==> config.mk <==
export PLATFORM = sky130hd
export DESIGN_NAME = booth_operand_feeder
export DESIGN_NICKNAME = d
export VERILOG_FILES = /design/src/rtl/booth_pkg.sv /design/src/rtl/booth_pair_fifo.sv /design/src/rtl/booth_operand_feeder.sv
export SDC_FILE = /design/constraint.sdc
export NUM_CORES = 1
export LEC_CHECK = 0
export ABC_AREA = 1
export CAP_MARGIN = 0
export CORE_MARGIN = 1.5
export CORE_UTILIZATION = 47
export DETAILED_ROUTE_END_ITERATION = 7
export PLACE_DENSITY = 0.77
export SLEW_MARGIN = 30
export SYNTH_ARGS = -nofsm -noshare
export SYNTH_HDL_FRONTEND = slang
export SYNTH_SLANG_ARGS = --single-unit
==> constraint.sdc <==
create_clock -name clk -period 1.7 [get_ports clk]
set_clock_uncertainty 0.15 [all_clocks]
set_input_delay 0.34 -clock clk [delete_from_list [all_inputs] [get_ports clk]]
set_output_delay 0.34 -clock clk [all_outputs]
set_load 0.05 [all_outputs]
==> src/rtl/booth_pkg.sv <==
// Shared constants and FSM encoding for the booth_mul operand feeder.
package booth_pkg;
  localparam int W           = 5;
  localparam int PROD_W      = 2 * W;
  localparam int TIMEOUT_DEF = 64;

  typedef enum logic [2:0] {
    ST_IDLE,
    ST_START,
    ST_OPA,
    ST_OPB,
    ST_WAIT
  } state_t;
endpackage

==> src/rtl/booth_pair_fifo.sv <==
// Small synchronous FIFO holding packed {a,b} operand pairs.
module booth_pair_fifo #(
  parameter int DW    = 10,
  parameter int DEPTH = 2
) (
  input  logic          clk,
  input  logic          rst,
  input  logic          push,
  input  logic          pop,
  input  logic [DW-1:0] wdata,
  output logic [DW-1:0] rdata,
  output logic          full,
  output logic          empty
);
  localparam int AW = (DEPTH > 1) ? $clog2(DEPTH) : 1;

  logic [DW-1:0] mem [DEPTH];
  logic [AW-1:0] wptr, rptr;
  logic [AW:0]   count;
  logic          do_push, do_pop;

  assign do_push = push && !full;
  assign do_pop  = pop && !empty;
  assign full    = (count == (AW+1)'(DEPTH));
  assign empty   = (count == '0);
  assign rdata   = mem[rptr];

  always_ff @(posedge clk) begin
    if (do_push) mem[wptr] <= wdata;
  end

  // Pointers wrap naturally because DEPTH is a power of two.
  always_ff @(posedge clk) begin
    if (rst) begin
      wptr  <= '0;
      rptr  <= '0;
      count <= '0;
    end else begin
      if (do_push) wptr <= wptr + AW'(1);
      if (do_pop)  rptr <= rptr + AW'(1);
      unique case ({do_push, do_pop})
        2'b10:   count <= count + (AW+1)'(1);
        2'b01:   count <= count - (AW+1)'(1);
        default: count <= count;
      endcase
    end
  end
endmodule

==> src/rtl/booth_operand_feeder.sv <==
// Buffers operand pairs, serialises them onto booth_mul's inbus and returns
// the product (or a timeout error) on a valid/ready output port.
//
//  state | meaning
//  IDLE  | waiting for a pair, an idle multiplier and a free output register
//  START | start pulse on the bus, inbus = 0
//  OPA   | multiplicand on inbus
//  OPB   | multiplier on inbus
//  WAIT  | waiting for mul_done, bounded by TIMEOUT cycles
module booth_operand_feeder #(
  parameter int W          = booth_pkg::W,
  parameter int FIFO_DEPTH = 2,
  parameter int TIMEOUT    = booth_pkg::TIMEOUT_DEF
) (
  input  logic           clk,
  input  logic           rst,
  input  logic           in_valid,
  output logic           in_ready,
  input  logic [W-1:0]   in_a,
  input  logic [W-1:0]   in_b,
  output logic           mul_start,
  output logic [W-1:0]   mul_inbus,
  input  logic           mul_ready,
  input  logic           mul_done,
  input  logic [2*W-1:0] mul_result,
  output logic           out_valid,
  input  logic           out_ready,
  output logic [2*W-1:0] out_product,
  output logic           out_err
);
  import booth_pkg::*;

  localparam int CW = $clog2(TIMEOUT + 1);

  state_t         state;
  logic [CW-1:0]  cnt;
  logic [W-1:0]   op_a, op_b;
  logic [W-1:0]   head_a, head_b;
  logic [2*W-1:0] fifo_rdata;
  logic           fifo_full, fifo_empty;
  logic           push, launch;

  assign in_ready = !fifo_full && !rst;
  assign push     = in_valid && in_ready;
  assign launch   = (state == ST_IDLE) && !fifo_empty && mul_ready && !out_valid;
  assign {head_a, head_b} = fifo_rdata;

  booth_pair_fifo #(
    .DW    (2*W),
    .DEPTH (FIFO_DEPTH)
  ) u_fifo (
    .clk   (clk),
    .rst   (rst),
    .push  (push),
    .pop   (launch),
    .wdata ({in_a, in_b}),
    .rdata (fifo_rdata),
    .full  (fifo_full),
    .empty (fifo_empty)
  );

  always_ff @(posedge clk) begin
    if (rst) begin
      state       <= ST_IDLE;
      cnt         <= '0;
      op_a        <= '0;
      op_b        <= '0;
      mul_start   <= 1'b0;
      mul_inbus   <= '0;
      out_valid   <= 1'b0;
      out_product <= '0;
      out_err     <= 1'b0;
    end else begin
      if (out_valid && out_ready) out_valid <= 1'b0;

      unique case (state)
        ST_IDLE: begin
          if (launch) begin
            op_a      <= head_a;
            op_b      <= head_b;
            mul_start <= 1'b1;
            mul_inbus <= '0;
            state     <= ST_START;
          end
        end
        ST_START: begin
          mul_start <= 1'b0;
          mul_inbus <= op_a;
          state     <= ST_OPA;
        end
        ST_OPA: begin
          mul_inbus <= op_b;
          state     <= ST_OPB;
        end
        ST_OPB: begin
          mul_inbus <= '0;
          cnt       <= '0;
          state     <= ST_WAIT;
        end
        ST_WAIT: begin
          // A done arriving on the final timeout cycle still yields a product.
          if (mul_done) begin
            out_product <= mul_result;
            out_valid   <= 1'b1;
            out_err     <= 1'b0;
            state       <= ST_IDLE;
          end else if (cnt == CW'(TIMEOUT - 1)) begin
            out_product <= '0;
            out_valid   <= 1'b1;
            out_err     <= 1'b1;
            state       <= ST_IDLE;
          end else begin
            cnt <= cnt + CW'(1);
          end
        end
        default: state <= ST_IDLE;
      endcase
    end
  end
endmodule

Fig. 1: run 1, routing congestion
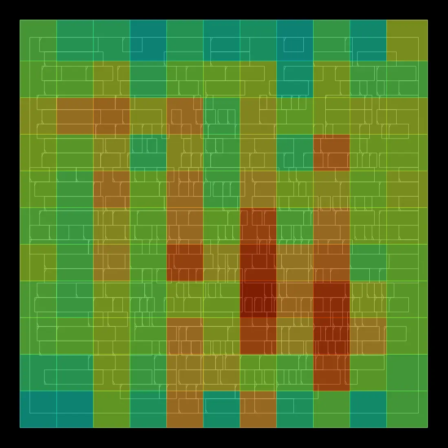
GRT busiest layer: met2
WL/cell: 12.0 um
GRT met1 Usage: 0.208
post-layout util: 0.699
M2 GR Usage: 0.332

Fig. 2: run 1, routed clock nets over the placement
Drawn at 4 px/um.
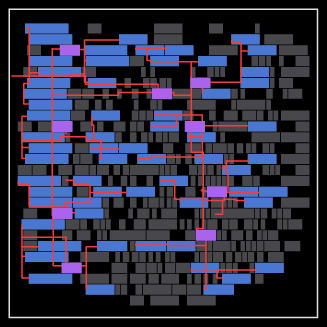
[blue] flip-flops | count: 62
[purple] cells driving clock nets | count: 9
[red] clock wires | length: 645 um
routed clock nets	10

Fig. 3: run 1, nets reached from selected ports
Drawn at 4 px/um.
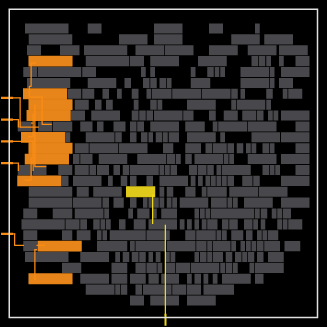
color	port	direction	edge	end cells	buffers	wire
yellow	`mul_start`	output	south	1	1	30.2 um
orange	`in_b`	input	west	10	5	105 um

==> results.sh, run 1 <==
# yosys + openroad results
export IMPL_worst_slack_ns=0.0614
export IMPL_tool_warnings=27
export IMPL_critPathCaptureType="output port"
export IMPL_avgSynthCellArea_um2=9.25
export IMPL_top_area_frac=0.329
export IMPL_insertedDiodeCount=0
export IMPL_dr_pass1_iters=4
export IMPL_drt_iter0_markers=81
export IMPL_drc=0
export IMPL_die_height_um=76.7
export IMPL_vdd_drop_max_mv=0.739
export IMPL_ys_cells=276
export IMPL_maxCapViolCount=0
export IMPL_area_leaders="dfxtp_1, edfxtp_1, nand2_1"
export IMPL_layout_cells_most_common="nand2_1"
export IMPL_portBuffers=44
export IMPL_outcome="finished, final reports clean"
export IMPL_grt_usage=0.185
export IMPL_fin_crit_ns=1.64
export IMPL_p_leak_nw=1.35
export IMPL_grt_pass1_vias=2055
export IMPL_cts_root_buf="clkbuf_8"
export IMPL_path_class="reg -> out"
export IMPL_chip_area_mm2=0.00588
export IMPL_clockBufferDepth=2
export IMPL_seq_area_mm2=0.00145
export IMPL_hp_class="reg -> reg"
export IMPL_ios=45
export IMPL_setup_viol=0
export IMPL_via_per_inst=4.88
export IMPL_syn_to_final_growth_pct=41.6
export IMPL_fin_area_mm2=0.00362
export IMPL_cts_max_level=3
export IMPL_finalClockPeriodUsage=0.964
export IMPL_crit_arrival_ns=1.15
export IMPL_p_per_area_mw_per_mm2=1140
export IMPL_final_cell_mix="nand2_1, dfxtp_1, a21oi_1"
export IMPL_fp_nets=304
export IMPL_path_clk_slew_ns=0.06
export IMPL_tightest_slew_ns=0.368
export IMPL_fmax_ghz=0.610
export IMPL_initial_core_util=0.494
export IMPL_gp_congestion=0.861
export IMPL_hpwl_um=3530
export IMPL_coreArea_mm2=0.00517
run 1: worst max-delay path, cell delays in order (launching register included):
cell and delay, ns:
dfxtp_2 0.36, inv_1 0.08, a21oi_4 0.13, buf_4 0.13, buf_12 0.12
run 1: synth_stat cells (all sizes together):
library cell,count
nand2,56
dfxtp,42
a21oi,37
nor2,29
inv,26
o21ai,21
edfxtp,20
nand3,15
mux2i,10
buf,8
clkbuf,3
ha,2
nand3b,2
nand4,2
nor3,1
xnor2,1
xor2,1
run 1: layout make-up:
type / instances / area share
inverters: 26 / 0.0270
repair buffers: 60 / 0.222
well taps: 70 / 0.0242
multi-input cells: 177 / 0.275
clock buffers: 9 / 0.0342
clock inverters: 7 / 0.0180
flip-flops and latches: 62 / 0.400
run 1: flip-flops by register name (all words and copies together) (netlist names):
register and flops:
cnt 7, mul_inbus 5, mul_start 1, op_a 5, op_b 5, out_err 1, out_product 10, out_valid 1
state 3, u_fifo.count 2, u_fifo.mem 20, u_fifo.rptr 1, u_fifo.wptr 1
run 1: power by group:
group	leakage [nW]	switching (mW)	internal, mW
registers	0.525	0.121	1.70
logic	0.738	0.626	0.477
clock network	0.0863	0.532	0.662
total	1.35	1.28	2.84
run 1: through the flow:
step	setup TNS [ns]	util	total power, mW	std cells	hold slack, ns
finish	0	0.699	4.12	411	0.318
global placement	-4.87	0.657	2.92	394	0.333
detailed placement	-5.89	0.657	2.95	394	0.343
CTS	0	0.696	4.16	411	0.316
floorplan	-0.0619	-	2.58	276	0.289
global route	0	0.699	4.35	411	0.331
run 1: timing repair:
action / CTS / global route
pin swaps: 0 / 1
resized: 2 / 5
setup endpoints to repair: 9 / 12
setup buffers: 1 / 0
hold buffers: 0 / 0
run 1: cell families after synthesis:
| logic type | Yosys count | share of synthesized area |
|---|---|---|
| AOI/OAI and AO/OA | 58 | 0.124 |
| adders and majority gates | 2 | 0.00980 |
| buffers and inverters | 37 | 0.0701 |
| and+or+nand+nor | 105 | 0.186 |
| muxes | 10 | 0.0392 |
| xor gates and xnor gates | 2 | 0.00686 |
| DFF | 62 | 0.564 |
run 1: metal layers:
layer | vias up | part of all wire
met4 | 0 | 0.012
met5 | - | 0
li1 | 1033 | -
met2 | 46 | 0.52
met1 | 919 | 0.42
met3 | 7 | 0.041
run 1: worst paths after layout:
path | from | endpoint | slack (ns) | cells after the start
worst max register to register | u_fifo.count[0] | u_fifo.count[1] | 0.11 | 9
worst min register to register | u_fifo.count[0] | u_fifo.count[0] | 0.32 | 1
worst min-delay path | u_fifo.count[0] | u_fifo.count[0] | 0.32 | 1
worst max-delay path | u_fifo.count[0] | in_ready | 0.06 | 4
Fig. 4: run 1, signal wires on met3
Drawn at 6 px/um.
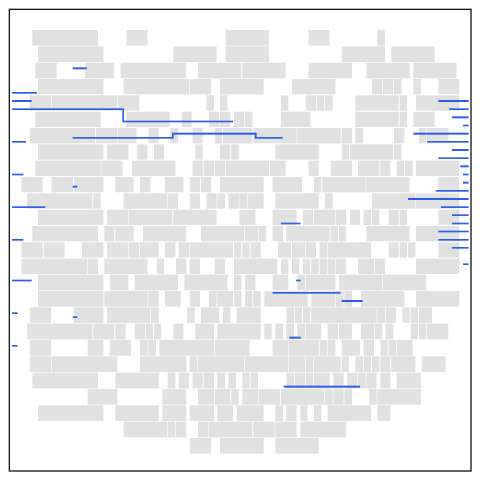

==> run 2, diff against run 1 <==
--- a/config.mk
+++ b/config.mk
@@ -11,7 +11,8 @@
 export CORE_UTILIZATION = 47
 export DETAILED_ROUTE_END_ITERATION = 7
 export PLACE_DENSITY = 0.77
-export SLEW_MARGIN = 30
+export SKIP_CTS_REPAIR_TIMING = 1
 export SYNTH_ARGS = -nofsm -noshare
 export SYNTH_HDL_FRONTEND = slang
 export SYNTH_SLANG_ARGS = --single-unit
+export TNS_END_PERCENT = 30
Fig. 5: run 2, signal wires on met3
Drawn at 6 px/um.
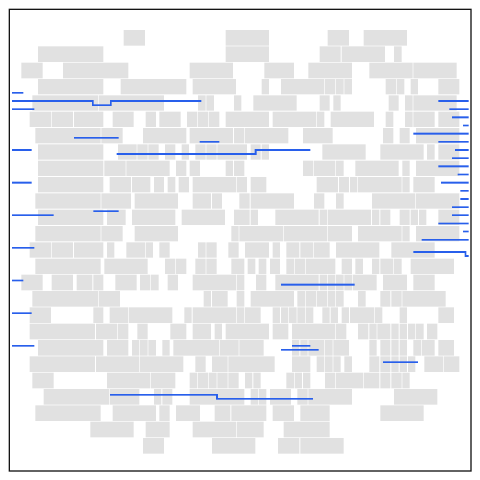
nets with wire on the layer	33
wire length on this layer	238 um
longest straight run	23.0 um

==> run 2 against run 1 <==
Net effect:
- combinational power barely moved
- cell area fell by 0.73%
- clock power fell by about 10%
- clock-buffer cell count did not move
- final cell count did not move
- critical endpoint unchanged
- die area did not move
- synthesized area did not move
==> results.sh, run 2 <==
# yosys + openroad results
export IMPL_most_common_cell="nand2_1"
export IMPL_tool_warnings=27
export IMPL_crit_arrival_ns=1.12
export IMPL_largest_reg_flops=20
export IMPL_outcome="finished, final reports clean"
export IMPL_final_cells=411
export IMPL_edf_count=20
export IMPL_path_class="reg -> out"
export IMPL_fmax_ghz=0.620
export IMPL_cts_max_level=3
export IMPL_setup_viol=0
export IMPL_p_per_area_mw_per_mm2=1110
export IMPL_drc=0
export IMPL_critPathCaptureType="output port"
export IMPL_vdd_drop_max_mv=0.732
export IMPL_final_cell_mix="nand2_1, dfxtp_1, a21oi_1"
export IMPL_layout_cells_most_common="nand2_1"
export IMPL_fp_nets=304
export IMPL_top_regs="u_fifo.mem (20), out_product (10), cnt (7)"
export IMPL_async_flop_share=0
export IMPL_ff_type="dfxtp_1"
export IMPL_dr_pass1_iters=6
export IMPL_p_leak_nw=1.34
export IMPL_ios=45
export IMPL_gp_congestion=0.802
export IMPL_via_per_inst=4.78
export IMPL_maxCapViolCount=0
export IMPL_syn_to_final_growth_pct=40.6
export IMPL_drt_iter0_markers=83
export IMPL_coreArea_mm2=0.00517
Fig. 6: run 2, nets reached from selected ports
Drawn at 4 px/um.
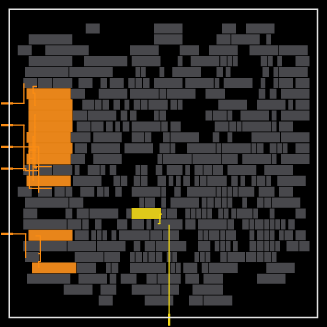
color	port	direction	edge	end cells	buffers	wire
yellow	`mul_start`	output	south	1	1	25.9 um
orange	`in_b`	input	west	10	5	121 um

run 2: cell count changes in the layout (fill, tap and decap cells not counted), sizes merged:
cell / previous run / this run
bufinv: 1 / 0
clkinv: 3 / 5
clkinvlp: 3 / 2
run 2: worst paths after layout:
path | from | end | slack [ns] | cells past startpoint
setup / recovery | u_fifo.count[0] | in_ready | 0.09 | 3
hold / removal | rst | u_fifo.wptr | 0.32 | 4
setup reg to reg | u_fifo.count[0] | u_fifo.count[1] | 0.14 | 8
hold reg to reg | out_product[5] | out_product[5] | 0.35 | 2
run 2: per-layer routing:
metal,wire length [um],track usage,part of all wire,vias up
met2,2340,0.277,0.50,44
met4,49,0.0722,0.010,0
met5,0,0,0,-
li1,-,-,-,1034
met3,238,0.0690,0.050,6
met1,2090,0.202,0.44,881
run 2: final cells by class:
type	count	area, um2
Timing Repair Buffer	60	803
Inverter	26	97.6
Clock inverter	7	41.3
Clock buffer	9	124
Multi-Input combinational cell	177	992
Sequential cell	62	1450
Tap cell	70	87.6
Fill cell	391	1580
run 2: logic make-up after synthesis:
| kind of cell | Yosys count | synth area share |
|---|---|---|
| adders and majority gates | 2 | 0.00980 |
| muxes | 10 | 0.0392 |
| buffers and inverters | 37 | 0.0701 |
| and+or+nand+nor | 105 | 0.186 |
| DFF | 62 | 0.564 |
| xor gates and xnor gates | 2 | 0.00686 |
| AOI/OAI and AO/OA | 58 | 0.124 |
run 2: worst max-delay path, cell delays in order, from the launching register on:
cell	delay, ns
dfxtp_2	0.35
inv_2	0.06
a21oi_4	0.21
buf_12	0.16
run 2: per-stage QoR:
step	setup slack, ns	hold slack [ns]	instance area, um2	TNS [ns]
6_report	0.0860	0.317	3590	0
5_1_grt	0.0206	0.334	3590	0
4_1_cts	-0.0580	0.345	3570	-0.0929
3_5_place_dp	-0.215	0.330	3410	-5.79
3_3_place_gp	-0.169	0.327	3410	-4.64
2_1_floorplan	-0.0580	0.289	2620	-0.0887
run 2: power by group:
group	leakage (nW)	internal, mW	switching (mW)	total [mW]
Combinational	0.738	0.475	0.627	1.10
Clock	0.0801	0.514	0.560	1.07
Sequential	0.525	1.70	0.119	1.82
No activity file was given, so power comes from the tool's default toggle rates.
